$ cat config.mk
export PLATFORM = sky130hd
export DESIGN_NAME = fpu_result_queue_flat
export DESIGN_NICKNAME = d
export VERILOG_FILES = /design/src/rtl/fpu_result_queue_if.sv /design/src/rtl/fpu_result_queue.sv /design/src/flat_wrapper.sv
export SDC_FILE = /design/constraint.sdc
export NUM_CORES = 1
export LEC_CHECK = 0
export CAP_MARGIN = 15
export CORE_MARGIN = 2
export CORE_UTILIZATION = 40
export DETAILED_ROUTE_END_ITERATION = 8
export SYNTH_ARGS = -nofsm -noshare
export SYNTH_HDL_FRONTEND = slang
export SYNTH_SLANG_ARGS = --single-unit
export TNS_END_PERCENT = 50
$ cat constraint.sdc
create_clock -name clk -period 8.86 [get_ports clk]
set_input_delay 1.772 -clock clk [delete_from_list [all_inputs] [get_ports clk]]
set_output_delay 1.772 -clock clk [all_outputs]
set_load 0.01 [all_outputs]
$ cat src/rtl/fpu_result_queue_if.sv
`default_nettype none
// ============================================================================
// Module      : fpu_result_queue_if
// Description : Handshake, status and control bundle for the FPU result queue.
// Revision    : 1.0 - initial release
// ============================================================================
interface fpu_result_queue_if #(
    parameter int BIT_WIDTH  = 128,
    parameter int ADDR_WIDTH = 2
);
    logic                  i_valid;
    logic [BIT_WIDTH-1:0]  i_result;
    logic [4:0]            i_flags;
    logic                  o_ready;
    logic                  o_valid;
    logic [BIT_WIDTH-1:0]  o_result;
    logic [4:0]            o_flags;
    logic                  i_ready;
    logic                  i_clr_sticky;
    logic [4:0]            i_flag_mask;
    logic [4:0]            o_sticky;
    logic                  o_overrun;
    logic                  o_irq;
    logic [ADDR_WIDTH:0]   o_count;

    modport slave (
        input  i_valid, i_result, i_flags, i_ready, i_clr_sticky, i_flag_mask,
        output o_ready, o_valid, o_result, o_flags, o_sticky, o_overrun, o_irq, o_count
    );

    modport master (
        output i_valid, i_result, i_flags, i_ready, i_clr_sticky, i_flag_mask,
        input  o_ready, o_valid, o_result, o_flags, o_sticky, o_overrun, o_irq, o_count
    );
endinterface
`default_nettype wire

$ cat src/rtl/fpu_result_queue.sv
`default_nettype none
// ============================================================================
// Module      : fpu_result_queue
// Description : FWFT result/flag FIFO with sticky IEEE exception status and irq.
// Revision    : 1.0 - initial release
// ============================================================================
module fpu_result_queue #(
    parameter int BIT_WIDTH  = 128,
    parameter int ADDR_WIDTH = 2
) (
    input  logic                 clk,
    input  logic                 rst_n,
    fpu_result_queue_if.slave    bus
);
    localparam int                  c_ENTRY_W = BIT_WIDTH + 5;
    localparam int                  c_DEPTH   = 1 << ADDR_WIDTH;
    localparam logic [ADDR_WIDTH:0] c_FULL    = {1'b1, {ADDR_WIDTH{1'b0}}};
    localparam logic [ADDR_WIDTH:0] c_ONE     = {{ADDR_WIDTH{1'b0}}, 1'b1};
    localparam logic [ADDR_WIDTH-1:0] c_PTR_ONE = {{(ADDR_WIDTH-1){1'b0}}, 1'b1};

    logic [c_ENTRY_W-1:0]  r_mem [c_DEPTH];
    logic [ADDR_WIDTH-1:0] r_wr_ptr;
    logic [ADDR_WIDTH-1:0] r_rd_ptr;
    logic [ADDR_WIDTH:0]   r_count;
    logic [4:0]            r_sticky;
    logic                  r_overrun;

    logic                  w_ready;
    logic                  w_valid;
    logic                  w_push;
    logic                  w_pop;
    logic                  w_drop;
    logic [c_ENTRY_W-1:0]  w_head;

    // Ready depends only on the registered count, never on the consumer's ready.
    assign w_ready = (r_count != c_FULL);
    assign w_valid = (r_count != '0);
    assign w_push  = bus.i_valid && w_ready;
    assign w_pop   = w_valid && bus.i_ready;
    assign w_drop  = bus.i_valid && !w_ready;
    assign w_head  = r_mem[r_rd_ptr];

    always_ff @(posedge clk) begin
        if (w_push) begin
            r_mem[r_wr_ptr] <= {bus.i_flags, bus.i_result};
        end
    end

    always_ff @(posedge clk or negedge rst_n) begin
        if (!rst_n) begin
            r_wr_ptr <= '0;
            r_rd_ptr <= '0;
            r_count  <= '0;
        end else begin
            if (w_push) begin
                r_wr_ptr <= r_wr_ptr + c_PTR_ONE;
            end
            if (w_pop) begin
                r_rd_ptr <= r_rd_ptr + c_PTR_ONE;
            end
            case ({w_push, w_pop})
                2'b10:   r_count <= r_count + c_ONE;
                2'b01:   r_count <= r_count - c_ONE;
                default: r_count <= r_count;
            endcase
        end
    end

    // A fresh event in the clear cycle survives the clear.
    always_ff @(posedge clk or negedge rst_n) begin
        if (!rst_n) begin
            r_sticky  <= '0;
            r_overrun <= 1'b0;
        end else begin
            if (bus.i_clr_sticky) begin
                r_sticky <= w_push ? bus.i_flags : 5'b0;
            end else if (w_push) begin
                r_sticky <= r_sticky | bus.i_flags;
            end

            if (w_drop) begin
                r_overrun <= 1'b1;
            end else if (bus.i_clr_sticky) begin
                r_overrun <= 1'b0;
            end
        end
    end

    assign bus.o_ready   = w_ready;
    assign bus.o_valid   = w_valid;
    assign bus.o_result  = w_head[BIT_WIDTH-1:0];
    assign bus.o_flags   = w_head[c_ENTRY_W-1:BIT_WIDTH];
    assign bus.o_count   = r_count;
    assign bus.o_sticky  = r_sticky;
    assign bus.o_overrun = r_overrun;
    assign bus.o_irq     = (|(r_sticky & ~bus.i_flag_mask)) | r_overrun;
endmodule
`default_nettype wire
$ cat src/flat_wrapper.sv
// flat-port wrapper written by rule: the top's interface ports become plain ports
module fpu_result_queue_flat 
#(
    parameter int BIT_WIDTH  = 128,
    parameter int ADDR_WIDTH = 2
)
  (clk, rst_n, bus_i_valid, bus_i_result, bus_i_flags, bus_i_ready, bus_i_clr_sticky, bus_i_flag_mask, bus_o_ready, bus_o_valid, bus_o_result, bus_o_flags, bus_o_sticky, bus_o_overrun, bus_o_irq, bus_o_count);
  fpu_result_queue_if #(.BIT_WIDTH(BIT_WIDTH), .ADDR_WIDTH(ADDR_WIDTH)) bus_i ();
  input  logic clk;
  input  logic rst_n;
  input wire logic [$bits(bus_i.i_valid)-1:0] bus_i_valid;
  input wire logic [$bits(bus_i.i_result)-1:0] bus_i_result;
  input wire logic [$bits(bus_i.i_flags)-1:0] bus_i_flags;
  input wire logic [$bits(bus_i.i_ready)-1:0] bus_i_ready;
  input wire logic [$bits(bus_i.i_clr_sticky)-1:0] bus_i_clr_sticky;
  input wire logic [$bits(bus_i.i_flag_mask)-1:0] bus_i_flag_mask;
  output wire logic [$bits(bus_i.o_ready)-1:0] bus_o_ready;
  output wire logic [$bits(bus_i.o_valid)-1:0] bus_o_valid;
  output wire logic [$bits(bus_i.o_result)-1:0] bus_o_result;
  output wire logic [$bits(bus_i.o_flags)-1:0] bus_o_flags;
  output wire logic [$bits(bus_i.o_sticky)-1:0] bus_o_sticky;
  output wire logic [$bits(bus_i.o_overrun)-1:0] bus_o_overrun;
  output wire logic [$bits(bus_i.o_irq)-1:0] bus_o_irq;
  output wire logic [$bits(bus_i.o_count)-1:0] bus_o_count;
  assign bus_i.i_valid = bus_i_valid;
  assign bus_i.i_result = bus_i_result;
  assign bus_i.i_flags = bus_i_flags;
  assign bus_i.i_ready = bus_i_ready;
  assign bus_i.i_clr_sticky = bus_i_clr_sticky;
  assign bus_i.i_flag_mask = bus_i_flag_mask;
  assign bus_o_ready = bus_i.o_ready;
  assign bus_o_valid = bus_i.o_valid;
  assign bus_o_result = bus_i.o_result;
  assign bus_o_flags = bus_i.o_flags;
  assign bus_o_sticky = bus_i.o_sticky;
  assign bus_o_overrun = bus_i.o_overrun;
  assign bus_o_irq = bus_i.o_irq;
  assign bus_o_count = bus_i.o_count;
  fpu_result_queue #(.BIT_WIDTH(BIT_WIDTH), .ADDR_WIDTH(ADDR_WIDTH)) u_core (.clk(clk), .rst_n(rst_n), .bus(bus_i));
endmodule
Fig. 1: run 1, routing congestion
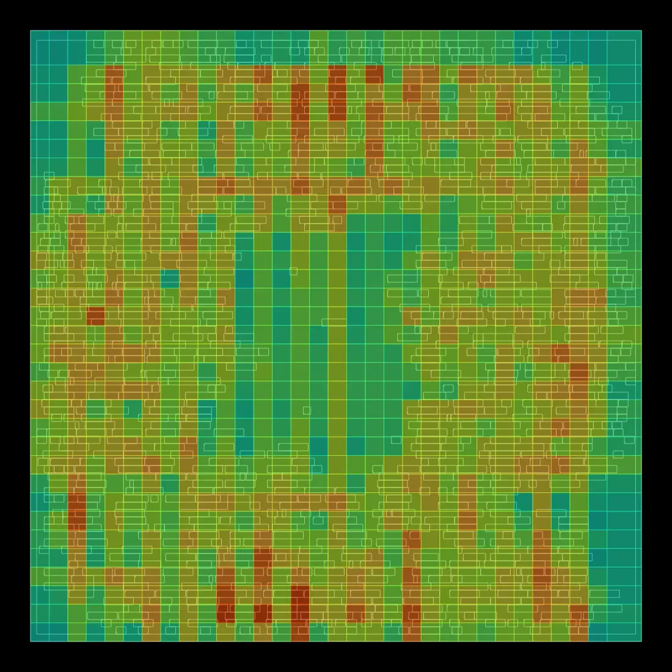
fin util: 51.6%
GRT met3 Usage: 4.90%
GR peak layer: met2
GRT Total Usage: 15.3%

Fig. 2: run 1, the metal 3 layer
Cells faint in the background.
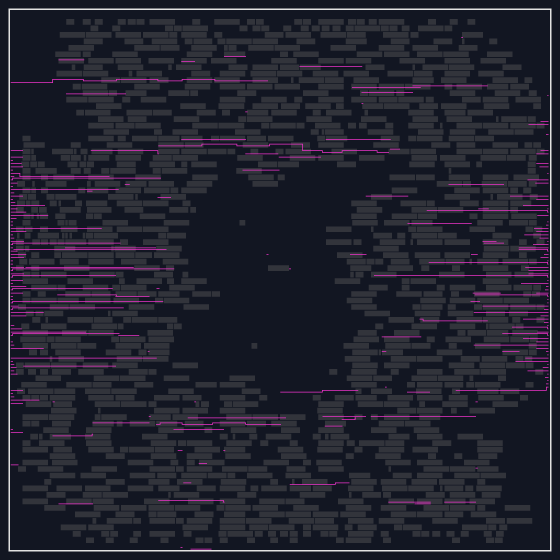
longest straight run = 72.7 um
wire length on this layer = 2,810 um
share of all routed wire = 7.2%

Fig. 3: run 1, sizing map
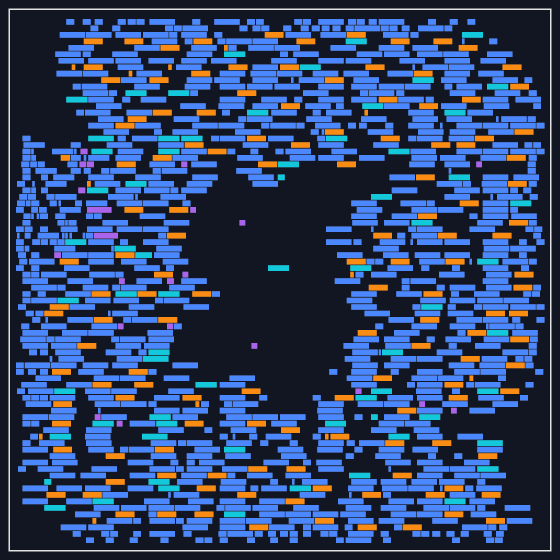
orange -> x2  # cells 146
purple -> x3 and x4  # cells 22
blue -> x1 and smaller  # cells 895
cyan -> x6 and larger  # cells 67

==> reports/metrics.csv, run 1 <==
metric;value;unit
met1 usage;21.2;%
Post-Syn Area;19800;um2
site row count;81;
hold-critical path endpoint;u_core.bus.o_sticky[0];
Flop pwr share;41.8;%
Largest delay share family, worst path;buffers and inverters;
worst-path cell chain;buf_4 -> mux4_2 -> clkdlybuf4s50_1;
CTS Buf Count;57;
Mapped Cells;754;
Mapped Nets;903;
path length in cells of the critical path;3;
area delta synth->final;27.5;%
DRC;0;
antenna violations before repair;3;
Cell Area, Placed;23500;um2
maximum clock insertion buffer count;3;
Peak VDD IR;0.177;mV
Chip Area, Yosys;19800;um2
Leading power group;sequential cells;
Final Slew Violations;0;
# Cells Yosys;754;
ys async rst share;2.39;%
core area;49000;um2
hold buffers post-CTS;0;
hold_sp;u_core.bus.o_sticky[0];
wire length per cell;21.7;um
Fmax;188;MHz
seq pwr;3.59;mW
CP startpoint kind;register;
vias in the first global route;9517;
top post-synthesis cells by area;edfxtp_1, mux4_2, dfrtp_1;
cycle use final;60.1;%
power of the combinational group;2.70;mW
switching power share of the total;27.8;%
post-CTS setup buffer count;0;
Max-Cap Viols;0;
Reg2Reg Launch Point;u_core.bus.o_count[2];
Max Used Layer;met5;
placed cell count;1686;
CP endpoint kind;primary output;
Setup crit end;bus_o_result[46];
reg2reg path depth;4;
final worst setup slack;3540;ps
PortBufs;287;
Vias/cell;4.94;
TritonRoute pass-1 iters;4;
DR vias;8861;
TritonCTS clock tree;yes;
most common cell in the netlist;edfxtp_1;
clock root cell;clkbuf_16;
hold slack;539;ps
Clk power;2.29;mW
Clock transition at path regs;60;ps
CP Max Fanout;42;
sum of negative setup slack;0;ps
OpenROAD warnings;29;
Slew HR;31.1;%
CP arrival;3550;ps
RD Place Congestion;0.702;
ys flop type;edfxtp_1;
Int Pwr;6.19;mW
most numerous logic cell after layout;edfxtp_1;
flip-flops with a built-in enable;532;
RSZ-0062 raised after global routing;false;
run status;finished clean;
fin area;25300;um2
Synth Register Bits;545;
Fin. Hold Viols;0;
largest net degree at the start of global routing;64;
Late-Pin Clk Latency;590;ps
Top cell area share;80.6;%
met2 Track Usage GR;23.5;%
Post-Layout Cell Count;1794;
nets@finish;1230;
endpoints failing setup;0;
min Tclk post-route;5320;ps
DR iter-0 viols;556;
Routed Antenna Nets;0;
Hold Path Class;register to register;
Critical R2R Capture;u_core.r_mem[2][8];
layout cells sized above 1;20.8;%
most frequent cells in the layout;edfxtp_1, clkdlybuf4s50_1, mux4_2;
Layout Skew;18.3;ps
Synth Seq Share;82.2;%
Sink Count;545;
Pwr Total;8.58;mW
die area;51400;um2
cell area power density;339;nW/um2
Worst Setup SP;u_core.r_rd_ptr[0];
die height;227;um
WP buf/inv;2;
M1 wire length;17200;um
metal2 WL;18200;um
post-synth top area cell;edfxtp_1;
max incr delay on CP;970;ps
Cell Type Count;24;
r2r setup slk;5600;ps
hold depth;1;
WS Path Type;register to primary output;
post-CTS resize count;0;
Core Util at FP;40.5;%
critical path's slowest cell;dfrtp_4;
Synth Area per Inst;26.3;um2
grt ovf;0;
H-tree level count;2;
Slew @ Worst Pin;1030;ps
DP Worst Slack;3740;ps
top cells by count;edfxtp_1, mux4_2, buf_2;
Leak Pwr;8.13;nW
Die Wd;227;um
Clk pwr share;26.7;%
Comb power frac;31.5;%
first-pass GRT wire length;58100;um
post-DP HPWL;22600;um
Sw Pwr;2.39;mW
n_diodes;0;
total of warnings raised by yosys;0;
I/O pins;288;
Critical Path RT;7090;ps
Total Wirelength;38900;um
met3 routed WL;2810;um
==> run 1: kinds of logic after synthesis <==
group / Yosys count / share of synthesized area (%)
simple gates: 11 / 0.328
xor+xnor: 6 / 0.265
compound gates: 9 / 0.397
buf+inv: 42 / 1.19
flops: 545 / 82.2
fa+ha+maj: 6 / 0.416
mux: 135 / 15.2
==> run 1: flip-flops by register name, summed over array words and instances, names as in the netlist <==
name,cells
u_core.r_mem,532
u_core.bus.o_sticky,5
u_core.bus.o_count,3
u_core.r_rd_ptr,2
u_core.r_wr_ptr,2
u_core.bus.o_overrun,1
==> run 1: layout make-up <==
class | count | area [um2]
repair buffers | 299 | 2980
clock inverters | 35 | 288
inverters | 11 | 41.3
well taps | 664 | 831
flip-flops and latches | 545 | 16300
multi-input cells | 167 | 3310
fillers | 3832 | 23700
clock buffers | 73 | 1530
Fig. 4: run 1, gate-type map
The bar under the picture is 50 um long.
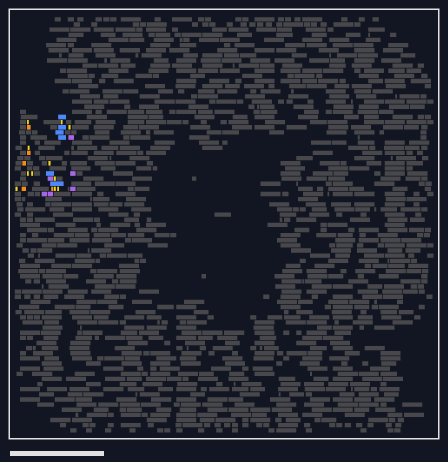

==> run 2, diff against run 1 <==
==> constraint.sdc (replaced) <==
create_clock -name clk -period 5.36 [get_ports clk]
set_input_delay 1.072 -clock clk [delete_from_list [all_inputs] [get_ports clk]]
set_output_delay 1.072 -clock clk [all_outputs]
set_load 0.01 [all_outputs]
Fig. 5: run 2, gate-type map
The bar under the picture is 50 um long.
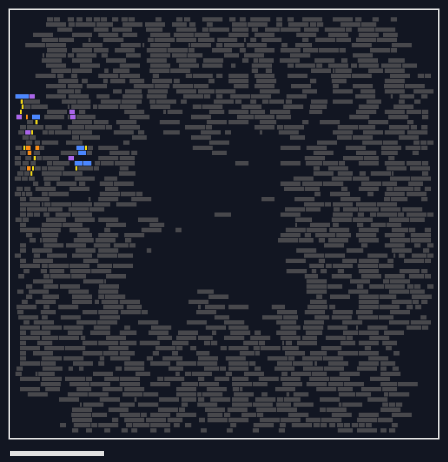
yellow -> inv cells  # cells 11
purple -> xor and xnor cells  # cells 6, where upper left
blue -> fa/ha/maj cells  # cells 6
orange -> nor cells  # cells 5

Fig. 6: run 2, sizing map
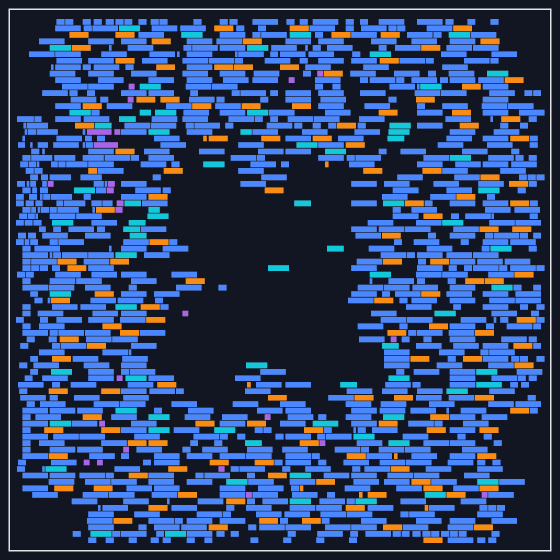
blue -> x1 and smaller  # cells 890
cyan -> x6 and larger  # cells 74
orange -> x2  # cells 141
purple -> x3 and x4  # cells 24

Fig. 7: run 2, the metal 3 layer
Cells faint in the background.
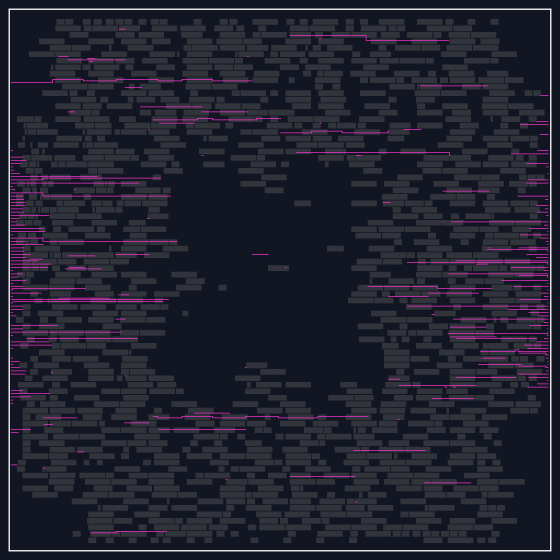
wire length on this layer = 2,800 um
share of all routed wire = 7.1%
longest straight run = 66.0 um
nets with wire on the layer = 166

==> reports/metrics.csv, run 2 <==
metric;value;unit;change
run status;finished clean;;
Pwr Total;14.1;mW;+64%
post-CTS setup buffer count;0;;unchanged
yosys simple share;0.328;%;unchanged
Mapped Cells;754;;unchanged
Reg2Reg Launch Point;u_core.bus.o_count[2];;
Sw Pwr;3.91;mW;+64%
mux frac, synth;15.2;%;unchanged
# Cells Yosys;754;;unchanged
flip-flops with a built-in enable;532;;unchanged
largest net degree at the start of global routing;68;;+6.3%
post-CTS resize count;0;;unchanged
die area;51400;um2;unchanged
Die Wd;227;um;unchanged
die height;227;um;unchanged
Top cell area share;80.6;%;unchanged
maximum clock insertion buffer count;3;;unchanged
Synth Seq Share;82.2;%;unchanged
WP buf/inv;2;;unchanged
Fmax;240;MHz;
final worst setup slack;1190;ps;-2350 ps
post-DP HPWL;23500;um;+4.0%
Setup crit end;bus_o_result[42];;
ys async rst share;2.39;%;unchanged
n_diodes;0;;unchanged
GR peak layer;met2;;
critical path's slowest cell;dfrtp_4;;
most frequent cells in the layout;edfxtp_1, clkdlybuf4s50_1, mux4_2;;
Reg with most FFs;u_core.r_mem;;
cell area power density;556;nW/um2;+64%
fin area;25400;um2;+0.37%
Synth Register Bits;545;;unchanged
Synth Area per Inst;26.3;um2;unchanged
vias in the first global route;9422;;-1.0%
core area;49000;um2;unchanged
nets@finish;1244;;+1.1%
Chip Area, Yosys;19800;um2;unchanged
fin util;51.8;%;+0.19 points
CP startpoint kind;register;;
met1 usage;21.2;%;about the same
Clock transition at path regs;60;ps;about the same
metal2 WL;18600;um;+2.4%
met2 Track Usage GR;23.6;%;+0.14 points
Vias/cell;4.96;;+0.42%
Mapped Nets;903;;unchanged
TritonCTS clock tree;yes;;
hold-critical path endpoint;u_core.bus.o_sticky[2];;
Peak VDD IR;0.378;mV;+110%
M1 wire length;17100;um;-0.44%
Adder-Cell Fraction of Synth Area;0.416;%;unchanged
RSZ-0062 raised after global routing;false;;
post-synthesis compound-gate area fraction;0.397;%;unchanged
Slew HR;41.5;%;+10 points
reg2reg path depth;5;;+1
CTS Buf Count;55;;-3.5%
placed cell count;1702;;+0.95%
DP Worst Slack;1620;ps;-2130 ps
met3 routed WL;2800;um;-0.11%
Sink Count;545;;unchanged
r2r setup slk;3010;ps;-2590 ps
Layout Skew;12.0;ps;-6.23 ps
WS Path Type;register to primary output;;
GRT met3 Usage;4.72;%;-0.18 points
DR iter-0 viols;582;;+4.7%
most numerous logic cell after layout;edfxtp_1;;
Post-Syn Area;19800;um2;unchanged
first-pass GRT wire length;58000;um;-0.13%
endpoints failing setup;0;;unchanged
hold slack;548;ps;+9.08 ps
top post-synthesis cells by area;edfxtp_1, mux4_2, dfrtp_1;;
total of warnings raised by yosys;0;;unchanged
Fin. Hold Viols;0;;unchanged
Post-Layout Cell Count;1793;;-0.056%
top cells by count;edfxtp_1, mux4_2, buf_2;;
post-synth top area cell;edfxtp_1;;
Top non-seq family;multiplexers;;
max incr delay on CP;1010;ps;+40 ps
worst-path cell chain;buf_12 -> mux4_2 -> clkdlybuf4s50_1;;
Core Util at FP;40.5;%;unchanged
layout cells sized above 1;21.2;%;+0.37 points
site row count;81;;unchanged
Routed Antenna Nets;0;;unchanged
Cell Type Count;24;;unchanged
Hold Path Class;register to register;;
antenna violations before repair;2;;-1
wire length per cell;22.0;um;+1.1%
Comb power frac;32.9;%;+1.4 points
most common cell in the netlist;edfxtp_1;;
TritonRoute pass-1 iters;5;;+1
I/O pins;288;;unchanged
switching power share of the total;27.7;%;-0.11 points
CP endpoint kind;primary output;;
area delta synth->final;27.9;%;
min Tclk post-route;4170;ps;
H-tree level count;2;;unchanged
hold depth;1;;unchanged
path length in cells of the critical path;3;;unchanged
Largest delay share family, worst path;flip-flops;;
DRC;0;;unchanged
ys flop type;edfxtp_1;;
Slew @ Worst Pin;877;ps;-157 ps
clock root cell;clkbuf_16;;
GRT Total Usage;15.3;%;+0.025 points
Late-Pin Clk Latency;590;ps;about the same
Final Slew Violations;0;;unchanged
max reg flops;532;;unchanged
Worst Setup SP;u_core.r_rd_ptr[0];;
Critical Path RT;4290;ps;-2800 ps
hold_sp;u_core.bus.o_sticky[2];;
sum of negative setup slack;0;ps;unchanged
Critical R2R Capture;u_core.r_mem[1][61];;
Int Pwr;10.2;mW;+65%
Leak Pwr;8.18;nW;+0.52%
OpenROAD warnings;29;;unchanged
Max Used Layer;met5;;
PortBufs;287;;unchanged
Flop pwr share;41.9;%;about the same
==> run 2: final cells by class <==
class | count | area [um2]
clock inverters | 19 | 140
fillers | 3819 | 23600
inverters | 11 | 41.3
clock buffers | 72 | 1510
flip-flops and latches | 545 | 16300
multi-input cells | 167 | 3310
repair buffers | 315 | 3230
well taps | 664 | 831
==> run 2: power groups by stage <==
| stage | clock (mW) | sequential (mW) | combinational, mW |
|---|---|---|---|
| 2_1_floorplan | 0 | 5.96 | 2.49 |
| 3_3_place_gp | 0 | 5.98 | 4.76 |
| 3_5_place_dp | 0 | 6.02 | 4.75 |
| 4_1_cts | 3.66 | 5.93 | 4.77 |
| 5_1_grt | 3.82 | 5.99 | 4.96 |
| 6_report | 3.55 | 5.91 | 4.64 |
Power and IR drop assume default switching activity.
